**config.mk**
```make
export PLATFORM = sky130hd
export DESIGN_NAME = arp_req_arbiter
export DESIGN_NICKNAME = d
export VERILOG_FILES = /design/src/rtl/arp_req_arbiter.sv
export SDC_FILE = /design/constraint.sdc
export NUM_CORES = 1
export LEC_CHECK = 0
export CAP_MARGIN = 20
export CORE_ASPECT_RATIO = 1.5
export CORE_MARGIN = 2
export CORE_UTILIZATION = 39
export DETAILED_ROUTE_END_ITERATION = 16
export MAX_ROUTING_LAYER = met4
export PLACE_DENSITY = 0.81
export SYNTH_ARGS = -nofsm -noshare
export SYNTH_HDL_FRONTEND = slang
export SYNTH_SLANG_ARGS = --single-unit
```
**constraint.sdc**
```tcl
create_clock -name clk -period 1.73 [get_ports clk]
set_input_delay 0.519 -clock clk [delete_from_list [all_inputs] [get_ports clk]]
set_output_delay 0.519 -clock clk [all_outputs]
set_load 0.02 [all_outputs]
```
**src/rtl/arp_req_arbiter.sv**
```systemverilog
// Round-robin arbiter sharing one ARP lookup port among PORTS requesters.
// One lookup in flight; responses (or timeout errors) return to the requester that issued them.
module arp_req_arbiter #(
  parameter int PORTS   = 2,
  parameter int TIMEOUT = 0
) (
  input  logic                  clk,
  input  logic                  rst,
  input  logic [PORTS-1:0]      s_arp_request_valid,
  output logic [PORTS-1:0]      s_arp_request_ready,
  input  logic [PORTS*32-1:0]   s_arp_request_ip,
  output logic [PORTS-1:0]      s_arp_response_valid,
  input  logic [PORTS-1:0]      s_arp_response_ready,
  output logic                  s_arp_response_error,
  output logic [47:0]           s_arp_response_mac,
  output logic                  m_arp_request_valid,
  input  logic                  m_arp_request_ready,
  output logic [31:0]           m_arp_request_ip,
  input  logic                  m_arp_response_valid,
  output logic                  m_arp_response_ready,
  input  logic                  m_arp_response_error,
  input  logic [47:0]           m_arp_response_mac
);

  localparam int OW = $clog2(PORTS);
  localparam int CW = (TIMEOUT > 0) ? $clog2(TIMEOUT + 1) : 1;
  localparam logic [CW-1:0] CNT_LAST = (TIMEOUT > 0) ? CW'(TIMEOUT - 1) : '0;

  localparam logic [1:0] S_IDLE = 2'd0;
  localparam logic [1:0] S_REQ  = 2'd1;
  localparam logic [1:0] S_WAIT = 2'd2;
  localparam logic [1:0] S_DLV  = 2'd3;

  logic [1:0]    state_q, state_d;
  logic [OW-1:0] ptr_q, ptr_d;
  logic [OW-1:0] owner_q, owner_d;
  logic [CW-1:0] cnt_q, cnt_d;
  logic          req_valid_q, req_valid_d;
  logic [31:0]   ip_q, ip_d;
  logic          rsp_valid_q, rsp_valid_d;
  logic          err_q, err_d;
  logic [47:0]   mac_q, mac_d;

  logic [OW-1:0] grant;
  logic          found;

  // Scan downward in rotation distance so the nearest valid port at or after ptr wins.
  always_comb begin
    int idx;
    idx   = 0;
    grant = '0;
    found = 1'b0;
    for (int k = PORTS - 1; k >= 0; k--) begin
      idx = int'(ptr_q) + k;
      if (idx >= PORTS) idx = idx - PORTS;
      if (s_arp_request_valid[idx]) begin
        grant = OW'(idx);
        found = 1'b1;
      end
    end
  end

  for (genvar gi = 0; gi < PORTS; gi++) begin : g_port
    assign s_arp_request_ready[gi]  = !rst && (state_q == S_IDLE) && found && (grant == OW'(gi));
    assign s_arp_response_valid[gi] = rsp_valid_q && (owner_q == OW'(gi));
  end

  // Stale responses are drained while idle so a late answer never reaches a requester.
  assign m_arp_response_ready = !rst && ((state_q == S_IDLE) || (state_q == S_WAIT));
  assign m_arp_request_valid  = req_valid_q;
  assign m_arp_request_ip     = ip_q;
  assign s_arp_response_error = err_q;
  assign s_arp_response_mac   = mac_q;

  always_comb begin
    state_d     = state_q;
    ptr_d       = ptr_q;
    owner_d     = owner_q;
    cnt_d       = cnt_q;
    req_valid_d = req_valid_q;
    ip_d        = ip_q;
    rsp_valid_d = rsp_valid_q;
    err_d       = err_q;
    mac_d       = mac_q;
    case (state_q)
      S_IDLE: begin
        if (found) begin
          owner_d     = grant;
          ip_d        = s_arp_request_ip[32*int'(grant) +: 32];
          req_valid_d = 1'b1;
          state_d     = S_REQ;
        end
      end
      S_REQ: begin
        if (m_arp_request_ready) begin
          req_valid_d = 1'b0;
          cnt_d       = '0;
          state_d     = S_WAIT;
        end
      end
      S_WAIT: begin
        // A real response takes priority over a timeout expiring in the same cycle.
        if (m_arp_response_valid) begin
          err_d       = m_arp_response_error;
          mac_d       = m_arp_response_mac;
          rsp_valid_d = 1'b1;
          state_d     = S_DLV;
        end else if (TIMEOUT != 0) begin
          if (cnt_q == CNT_LAST) begin
            err_d       = 1'b1;
            mac_d       = '0;
            rsp_valid_d = 1'b1;
            state_d     = S_DLV;
          end else begin
            cnt_d = cnt_q + 1'b1;
          end
        end
      end
      S_DLV: begin
        if (s_arp_response_ready[owner_q]) begin
          rsp_valid_d = 1'b0;
          ptr_d       = (owner_q == OW'(PORTS - 1)) ? '0 : owner_q + 1'b1;
          state_d     = S_IDLE;
        end
      end
      default: state_d = S_IDLE;
    endcase
  end

  always_ff @(posedge clk) begin
    if (rst) begin
      state_q     <= S_IDLE;
      ptr_q       <= '0;
      owner_q     <= '0;
      cnt_q       <= '0;
      req_valid_q <= 1'b0;
      ip_q        <= '0;
      rsp_valid_q <= 1'b0;
      err_q       <= 1'b0;
      mac_q       <= '0;
    end else begin
      state_q     <= state_d;
      ptr_q       <= ptr_d;
      owner_q     <= owner_d;
      cnt_q       <= cnt_d;
      req_valid_q <= req_valid_d;
      ip_q        <= ip_d;
      rsp_valid_q <= rsp_valid_d;
      err_q       <= err_d;
      mac_q       <= mac_d;
    end
  end

endmodule

```
==> Flow_metrics.wiki, run 1 <==
=== Physical design figures ===
{| class="wikitable"
! Metric !! Value
|-
| Violated checks || setup timing
|-
| Final HPWL DP || 8750 um
|-
| Final setup violation count || 3
|-
| Most instantiated logic cell after routing || sky130_fd_sc_hd__clkdlybuf4s50_1
|-
| Max-cap check violation count || 0
|-
| Detail-routed via count per cell || just over 5
|-
| Top cells by area || sky130_fd_sc_hd__dfxtp_1 46%, sky130_fd_sc_hd__nand2_1 10%, sky130_fd_sc_hd__a21oi_1 6.9%
|-
| Peak fanout along the critical path || 3
|-
| Max Freq || around 520 MHz
|-
| Power share of the combinational group || 0.390
|-
| Yosys warning tally || 0
|-
| Root buffer cell || sky130_fd_sc_hd__clkbuf_16
|-
| Via count of the first global-routing pass || 3,835
|-
| Worst EP required || 1210 ps
|-
| Pin count of the biggest net entering global routing || between 60 and 70
|-
| Primary FF master, synth || sky130_fd_sc_hd__dfxtp_1
|-
| Final worst path period need || 1940 ps
|-
| Rows || 44
|-
| Final estimated routing congestion in global placement || 0.787
|-
| Worst path arrival time || about 1400 ps
|-
| Horizontal die dimension || 84.4 um
|-
| Power after layout || 8.07 mW
|-
| Mux cell area share after synthesis || 0.00795
|-
| Part of the cycle the worst path needs || 1.12
|-
| Worst Path Class, Setup || flip-flop to output port
|-
| Final tally of hold violations || 0
|-
| Final critical-path setup slack || -207 ps
|-
| Area share of the largest cell type after synthesis || 0.461
|-
| Floorplan-stage core utilization || 0.394
|-
| Measured slew at the worst slew-check pin || about 660 ps
|-
| Slowest cell delay on critical path || around 330 ps
|-
| Wire length per cell after detailed routing || 15.0 um
|-
| Design internal power || 5.37 mW
|-
| Number of synthesized flops with an enable pin || 0
|-
| CTS tree || yes
|-
| Result of the run || finished, violations left
|-
| Maximum clock insertion buffer count || 2
|-
| Top-count cell post-synth || sky130_fd_sc_hd__nand2_1
|-
| Initial antenna violation count || 0
|-
| Yosys-reported design area after synthesis || 3780 um2
|-
| Hold worst-path end || s_arp_response_mac[46]$_SDFFE_PP0P_
|-
| Wire length of the first global-routing pass || 18,200 um
|-
| Portion of total power attributed to sequential cells || 0.332
|-
| Clock group share of total power || 0.278
|-
| Syn Area/Cell || 8.39 um2
|-
| Share of synthesized cell area in and-or and or-and compound cells || 0.224
|}
[run 1: area by class of cell]
| class | instances | area (um2) |
|---|---|---|
| repair buffers | 235 | 2210 |
| fillers | 815 | 3250 |
| multi-input cells | 318 | 1870 |
| inverters | 3 | 11.3 |
| flip-flops and latches | 87 | 1750 |
| well taps | 115 | 144 |
| clock buffers | 11 | 253 |
| clock inverters | 5 | 104 |
[run 1: registers in the layout, summed over array words and instances, names as in the netlist]
| signal | cells |
|---|---|
| state_q | 2 |
| m_arp_request_ip | 32 |
| s_arp_response_error | 1 |
| owner_q | 1 |
| ptr_q | 1 |
| s_arp_response_mac | 48 |
| m_arp_request_valid | 1 |
| rsp_valid_q | 1 |
[run 1: worst max-delay path by stage]
stage                            start                     end  slack, ps  cells past startpoint
2_1_floorplan   s_arp_request_valid[0]  s_arp_request_ready[1]        -80                      3
3_3_place_gp    s_arp_request_valid[1]  s_arp_request_ready[1]      -1080                      5
4_1_cts        state_q[1]$_SDFFE_PP0P_  s_arp_request_ready[1]       -410                      6
3_5_place_dp    s_arp_request_valid[1]  s_arp_request_ready[1]      -1080                      5
5_1_grt        state_q[0]$_SDFFE_PP0P_  s_arp_request_ready[0]       -250                      6
6_report       state_q[0]$_SDFFE_PP0P_  s_arp_request_ready[0]       -210                      6
[run 1: power by group through the flow]
stage	Clock, mW	Combinational [mW]	Sequential (mW)
after global placement	0	3.22	2.71
after detailed placement	0	3.28	2.72
after global routing	2.37	3.39	2.74
after floorplan	0	1.34	3.20
final	2.25	3.15	2.68
after CTS	2.30	3.12	2.68
[run 1: timing repair]
item	in CTS	in global routing
gates cloned	0	0
endpoints found under the setup margin	122	9
gates resized	115	12
setup buffers	4	3
pin swaps	4	7
[run 1: per-stage QoR]
step | utilization | hold slack (ps) | cells
after floorplan | - | 467 | 450
after global placement | 0.626 | 443 | 754
after detailed placement | 0.626 | 446 | 754
after CTS | 0.659 | 452 | 773
after global routing | 0.661 | 473 | 774
final | 0.661 | 451 | 774
[run 1: metal layers]
metal  global-route usage  vias to the layer above  wire length, um
met2                0.405                      159             6200
met3               0.0590                       21              814
met1                0.219                     1840             4270
met4               0.0887                        0              327
met5                    -                        -                0
li1                     -                     1963                -
[run 1: worst max-delay path, delay by kind of cell, from the launching register on]
family / cells / cell delay (ps)
buffers and inverters: 3 / 340
and+or+nand+nor: 1 / 180
DFF: 1 / 330
adders and majority gates: 1 / 160
AOI/OAI and AO/OA: 1 / 70
[run 1: kinds of logic (layout without fill, tap and decap cells)]
family / Yosys count / in the layout
simple gates: 185 / 185
mux: 3 / 3
flops: 87 / 87
buf+inv: 45 / 254
fa+ha+maj: 5 / 5
compound gates: 125 / 125
Figure 1. Close-up of the layout (run 1).
Region (1, 73) to (41, 113) um. Cells in grey, sequential cells in the stronger grey; small squares are vias.
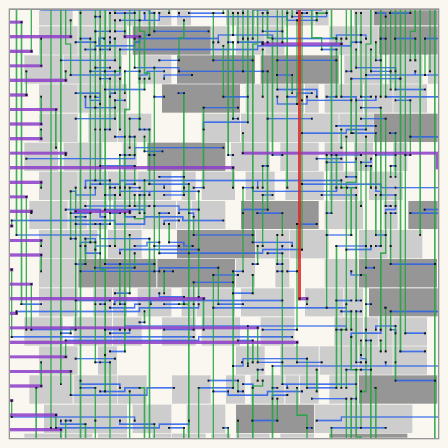
green -> met2
purple -> met3
blue -> met1
red -> met4
netlist names of flops here include = `m_arp_request_ip` (16)
most frequent = clkdlybuf4s50_1 (30), nand3b_1 (17)
cells with their middle in the window = 131
sequential cells in the window = 16

Figure 2. Signal wires by layer (run 1).
Only two layers are drawn.
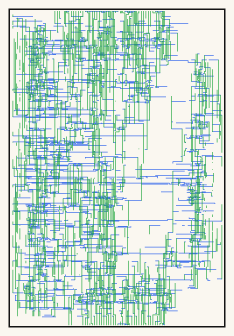
green -> met2  # wire length 6,200 um
blue -> met1  # wire length 4,270 um
Tot GR Track Use: 0.222
overall routed net length: 11,600 um

Figure 3. Clock wiring as the flow saved it (run 1).
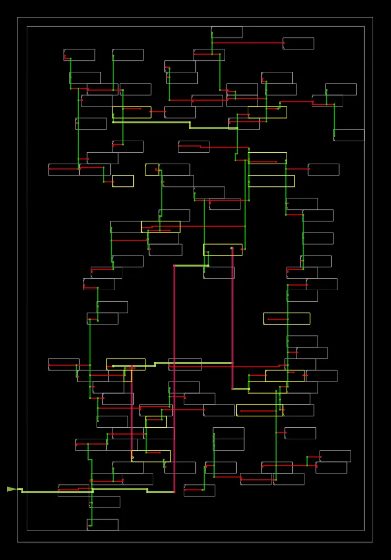
clock group total power: 2.25 mW
Worst Clk Skew: 8.89 ps
worst skew pair latency: 330 ps
total CTS buffers: 9
# clk buffers: 11

Figure 4. Register map, names as in the netlist (run 1).
Bar = 20 um.
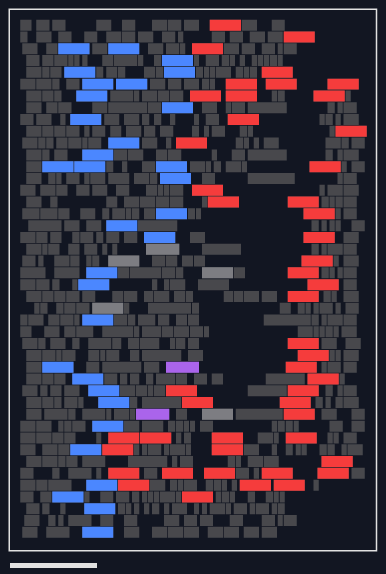

==> run 2, diff against run 1 <==
CORE_UTILIZATION = 35   (was 39)
PLACE_DENSITY = 0.77   (was 0.81)
clock period = 1.64 ns   (was 1.73 ns; I/O delays follow)
Figure 5. Register map, names as in the netlist (run 2).
Bar = 20 um.
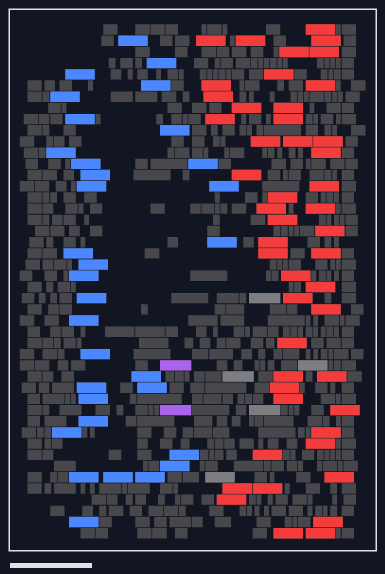
purple -> `state_q`  # flops 2
red -> `s_arp_response_mac`  # flops 48
blue -> `m_arp_request_ip`  # flops 32
fraction of area in registers: 0.276
Seq. pwr: 2.82 mW
utilization of the core after routing: 0.602
Storage cell area: 1750 um2

Figure 6. Close-up of the layout (run 2).
Region (2, 78) to (42, 118) um. Cells in grey, sequential cells in the stronger grey; small squares are vias.
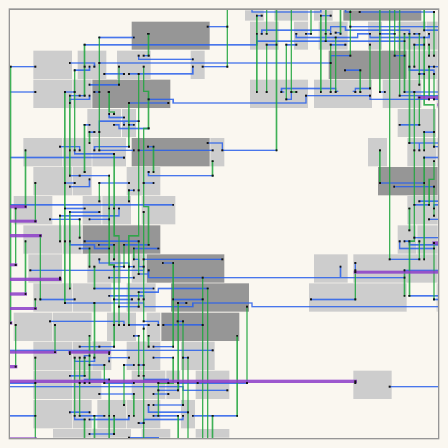
purple -> met3
green -> met2
blue -> met1
sequential cells in the window = 9
netlist names of flops here include = `m_arp_request_ip` (9)
cells with their middle in the window = 75
most frequent = clkdlybuf4s50_1 (17), nand3b_1 (11), nor2_1 (10)

Figure 7. Clock wiring as the flow saved it (run 2).
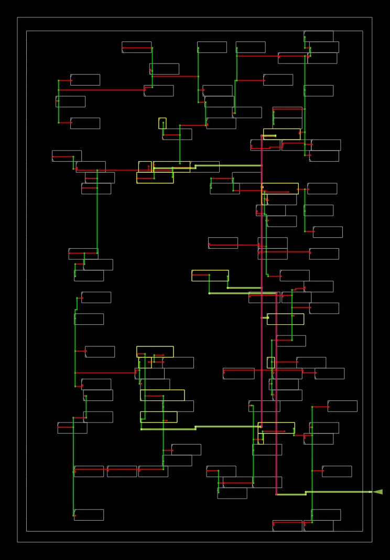
sequential cell count: 87
clock group total power: 1.99 mW

==> Flow_metrics.wiki, run 2 <==
=== Physical design figures ===
{| class="wikitable"
! Metric !! Value
|-
| Worst Clk Skew || 7.98 ps
|-
| Final HPWL DP || 8600 um
|-
| Final tally of hold violations || 0
|-
| Area share of the largest cell type after synthesis || 0.461
|-
| Final critical-path setup slack || -178 ps
|-
| Final estimated routing congestion in global placement || around 0.81
|-
| Crit path capture type || output port
|-
| Overall routed net length || 11,600 um
|-
| Portion of total power attributed to sequential cells || 0.346
|-
| Worst path arrival time || about 1300 ps
|-
| Yosys warning tally || 0
|-
| Wire length per cell after detailed routing || 14.5 um
|-
| Detail-routed via count per cell || 4.90
|-
| Horizontal die dimension || about 89 um
|-
| Worst skew pair latency || around 330 ps
|-
| Pin count of the biggest net entering global routing || 65
|-
| Via count of the first global-routing pass || 3,746
|-
| Maximum clock insertion buffer count || 2
|-
| Violated checks || setup timing
|-
| Rows || 46
|-
| Root buffer cell || sky130_fd_sc_hd__clkbuf_16
|-
| Result of the run || finished, violations left
|-
| Number of synthesized flops with an enable pin || 0
|-
| Initial antenna violation count || 0
|-
| Floorplan-stage core utilization || 0.359
|-
| Total CTS buffers || 9
|-
| Design internal power || 5.31 mW
|-
| Final cell count without fillers || 800
|-
| Max Freq || between 500 and 600 MHz
|-
| Max-cap check violation count || 0
|-
| Wire length of the first global-routing pass || roughly 17,000 um
|-
| Worst EP required || 1150 ps
|-
| Most instantiated logic cell after routing || sky130_fd_sc_hd__clkdlybuf4s50_1
|-
| Share of cells above drive strength 1 || 0.117
|-
| Post-route worst hold slack || 449 ps
|-
| Yosys-reported design area after synthesis || 3780 um2
|-
| Top cells by area || sky130_fd_sc_hd__dfxtp_1 46%, sky130_fd_sc_hd__nand2_1 10%, sky130_fd_sc_hd__a21oi_1 6.9%
|-
| Tot GR Track Use || 0.193
|-
| Clock group share of total power || 0.245
|-
| Number of flip-flops under the largest register name || about 48
|-
| Final setup violation count || 3
|-
| Part of the cycle the worst path needs || 1.11
|-
| Power share of the combinational group || 0.409
|-
| Primary FF master, synth || sky130_fd_sc_hd__dfxtp_1
|-
| Syn Area/Cell || between 8 and 9 um2
|}
run 2: cell types whose count changed in the layout (fill, tap and decap cells not counted), sizes merged:
| cell | before | now |
|---|---|---|
| buf | 32 | 29 |
| clkdlybuf4s15 | 2 | 3 |
| clkbuf | 13 | 12 |
| clkinv | 2 | 3 |
| bufinv | 3 | 1 |
| inv | 3 | 4 |
run 2: critical path, stage by stage (launching register included):
cell,delay [ps]
sky130_fd_sc_hd__dfxtp_2,340
sky130_fd_sc_hd__inv_4,70
sky130_fd_sc_hd__ha_4,160
sky130_fd_sc_hd__o21ai_4,80
sky130_fd_sc_hd__nor4_2,160
sky130_fd_sc_hd__buf_4,190
run 2: area by class of cell:
class,instances,area [um2]
flip-flops and latches,87,1750
multi-input cells,318,1870
repair buffers,232,2240
fillers,946,4190
clock inverters,5,57.6
inverters,3,13.8
clock buffers,11,233
well taps,144,180
run 2: kinds of logic (layout without fill, tap and decap cells):
kind of cell / after synthesis / after routing / synth area share
AOI/OAI and AO/OA: 125 / 125 / 0.224
adders and majority gates: 5 / 5 / 0.0166
buffers and inverters: 45 / 251 / 0.0646
DFF: 87 / 87 / 0.461
muxes: 3 / 3 / 0.00795
and+or+nand+nor: 185 / 185 / 0.226
run 2: path summary, 6_finish.rpt:
path,start,endpoint,cells past startpoint
max,state_q[0]$_SDFFE_PP0P_,s_arp_request_ready[1],5
min,s_arp_response_mac[45]$_SDFFE_PP0P_,s_arp_response_mac[45]$_SDFFE_PP0P_,2
max reg2reg,state_q[1]$_SDFFE_PP0P_,state_q[0]$_SDFFE_PP0P_,6
min reg2reg,s_arp_response_mac[45]$_SDFFE_PP0P_,s_arp_response_mac[45]$_SDFFE_PP0P_,2
run 2: stage by stage:
| step | TNS (ps) | power [mW] | instance area, um2 | setup slack (ps) |
|---|---|---|---|---|
| after CTS | -2820 | 8.19 | 6320 | -183 |
| after detailed placement | -27750 | 6.39 | 6070 | -916 |
| after floorplan | -114 | 4.79 | 3800 | -114 |
| after global placement | -24880 | 6.30 | 6070 | -862 |
| after global routing | -558 | 8.60 | 6340 | -240 |
| final | -407 | 8.15 | 6340 | -178 |
run 2: power by group through the flow:
| stage | Sequential, mW | Combinational (mW) | Clock (mW) |
|---|---|---|---|
| 2_1_floorplan | 3.37 | 1.41 | 0 |
| 3_3_place_gp | 2.85 | 3.45 | 0 |
| 3_5_place_dp | 2.87 | 3.52 | 0 |
| 4_1_cts | 2.82 | 3.34 | 2.03 |
| 5_1_grt | 2.89 | 3.61 | 2.11 |
| 6_report | 2.82 | 3.33 | 1.99 |
run 2: per-layer routing:
metal	share of wire	GRT usage	vias to the layer above
met4	0.015	0.0581	0
met3	0.090	0.0515	14
li1	-	-	1955
met5	0	-	-
met2	0.52	0.347	163
met1	0.38	0.199	1788
run 2: repair_timing:
item                                    in CTS  in global routing
gates cloned                                 0                  0
setup buffers                                1                  0
resized                                    126                 12
endpoints found under the setup margin     122                 39
pin swaps                                    2                  1
Figure 8. Signal wires by layer (run 2).
Only two layers are drawn.
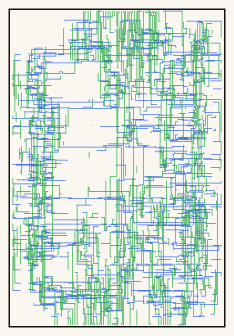

==> run 3, diff against run 2 <==
GPL_TIMING_DRIVEN = 0   (was default)
Figure 9. Signal wires by layer (run 3).
Only two layers are drawn.
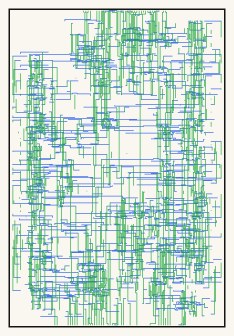
blue -> met1  # wire length 4,790 um
green -> met2  # wire length 6,860 um
Tot GR Track Use: 0.224
overall routed net length: 13,000 um

Figure 10. Wires at chosen ports, followed through buffers (run 3).
Bar = 20 um.
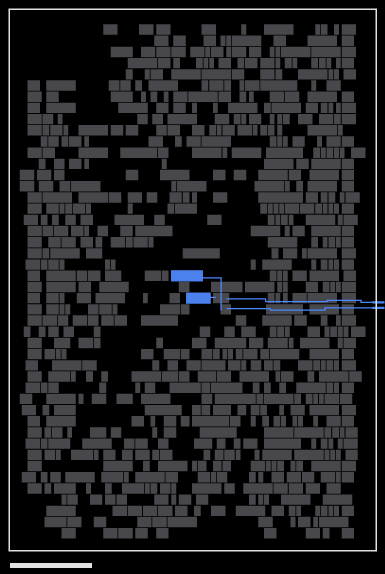
blue -> `s_arp_request_ready`  # direction output, edge right, end cells 2, buffers 2, wire 88.1 um
quantity of I/O buffers inserted on ports: 206
IO Pins: 208

==> Flow_metrics.wiki, run 3 <==
=== Physical design figures ===
{| class="wikitable"
! Metric !! Value
|-
| Detail-routed via count per cell || 4.96
|-
| Final critical-path setup slack || -201 ps
|-
| Worst Path Class, Setup || flip-flop to output port
|-
| Area share of the largest cell type after synthesis || 0.461
|-
| Count of placed standard cells including taps || ~800
|-
| Final cell count without fillers || ~820
|-
| Yosys warning tally || 0
|-
| Pin count of the biggest net entering global routing || 16
|-
| Adder-Cell Fraction of Synth Area || 0.0166
|-
| Number of flip-flops under the largest register name || 48
|-
| Setup Total Neg Slack || -525 ps
|-
| Violated checks || setup timing
|-
| Mux cell area share after synthesis || 0.00795
|-
| Final setup violation count || 3
|-
| Yosys-reported design area after synthesis || 3780 um2
|-
| Floorplan-stage core utilization || 0.359
|-
| Rows || roughly 46
|-
| Post-synthesis simple-gate area fraction || 0.226
|-
| Primary FF master, synth || sky130_fd_sc_hd__dfxtp_1
|-
| Result of the run || finished, violations left
|-
| Part of the cycle the worst path needs || 1.12
|-
| Final tally of hold violations || 0
|-
| Power after layout || 8.35 mW
|-
| Total CTS buffers || 9
|-
| Worst Clk Skew || 6.84 ps
|}
Figure 11. Close-up of the layout (run 3).
Region (2, 78) to (42, 118) um. Cells in grey, sequential cells in the stronger grey; small squares are vias.
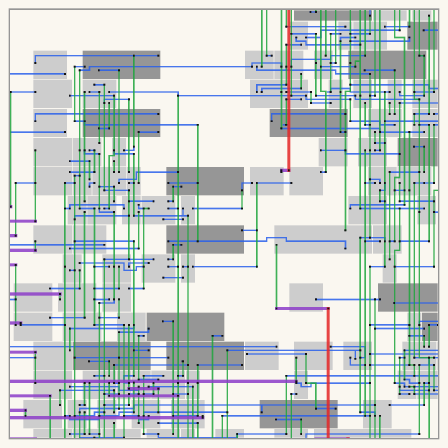
blue -> met1
red -> met4
green -> met2
purple -> met3
cells with their middle in the window = 85
sequential cells in the window = 12
most frequent = clkdlybuf4s50_1 (14), nand3b_1 (13)
netlist names of flops here include = `m_arp_request_ip` (12)

## run 3: cell counts after synthesis
No cell type changed its count.
## run 3: worst max-delay path, cell delays in order, from the launching register on
cell                      delay [ps]
sky130_fd_sc_hd__dfxtp_2         340
sky130_fd_sc_hd__inv_4            80
sky130_fd_sc_hd__ha_4            170
sky130_fd_sc_hd__o21ai_4          90
sky130_fd_sc_hd__nor4_4          140
sky130_fd_sc_hd__buf_4           190
## run 3: kinds of logic after synthesis
kind of cell / count (synthesis)
AND/OR/NAND/NOR: 185
multiplexers: 3
AND-OR/OR-AND: 125
adder cells (fa/ha/maj): 5
buffers and inverters: 45
flip-flops: 87
## run 3: per-stage QoR
stage	worst slack, ps	utilization
after floorplan	-114	-
after global placement	-1230	0.574
after detailed placement	-1240	0.574
after CTS	-237	0.604
after global routing	-249	0.605
final	-201	0.605
## run 3: timing repair
item | 4_1_cts | 5_1_grt
setup endpoints to repair | 151 | 55
gates resized | 133 | 14
hold buffers | 0 | 0
buffers inserted | 7 | 3
pin swaps | 0 | 3
## run 3: area by class of cell
type / instances / area, um2
clock inverters: 6 / 67.6
well taps: 144 / 180
fillers: 979 / 4160
plain buffers: 39 / 243
clock buffers: 10 / 239
inverters: 3 / 16.3
multi-input cells: 318 / 1870
flip-flops and latches: 87 / 1750
repair buffers: 216 / 2010
## run 3: path summary, 6_finish.rpt
check / startpoint / depth (start not counted) / slack, ps / to
worst max-delay path: state_q[0]$_SDFFE_PP0P_ / 5 / -200 / s_arp_request_ready[1]
worst min-delay path: s_arp_response_mac[10]$_SDFFE_PP0P_ / 2 / 450 / s_arp_response_mac[10]$_SDFFE_PP0P_
worst max register to register: state_q[0]$_SDFFE_PP0P_ / 5 / 70 / state_q[1]$_SDFFE_PP0P_
worst min register to register: s_arp_response_mac[10]$_SDFFE_PP0P_ / 2 / 450 / s_arp_response_mac[10]$_SDFFE_PP0P_
## run 3: per-layer routing
layer,vias to the layer above,share of wire,GRT usage
met4,0,0.021,0.0833
met1,1879,0.37,0.220
li1,2006,-,-
met2,180,0.53,0.412
met5,-,0,-
met3,20,0.086,0.0521
## run 3: power by group
part | leakage [nW] | switching, mW | total, mW | internal (mW)
logic | 1.76 | 1.88 | 3.40 | 1.52
registers | 0.713 | 0.238 | 2.82 | 2.58
clock network | 0.145 | 0.895 | 2.13 | 1.23
total | 2.62 | 3.01 | 8.35 | 5.33
Power figures rest on the tool's default switching activity, not on a simulated workload.
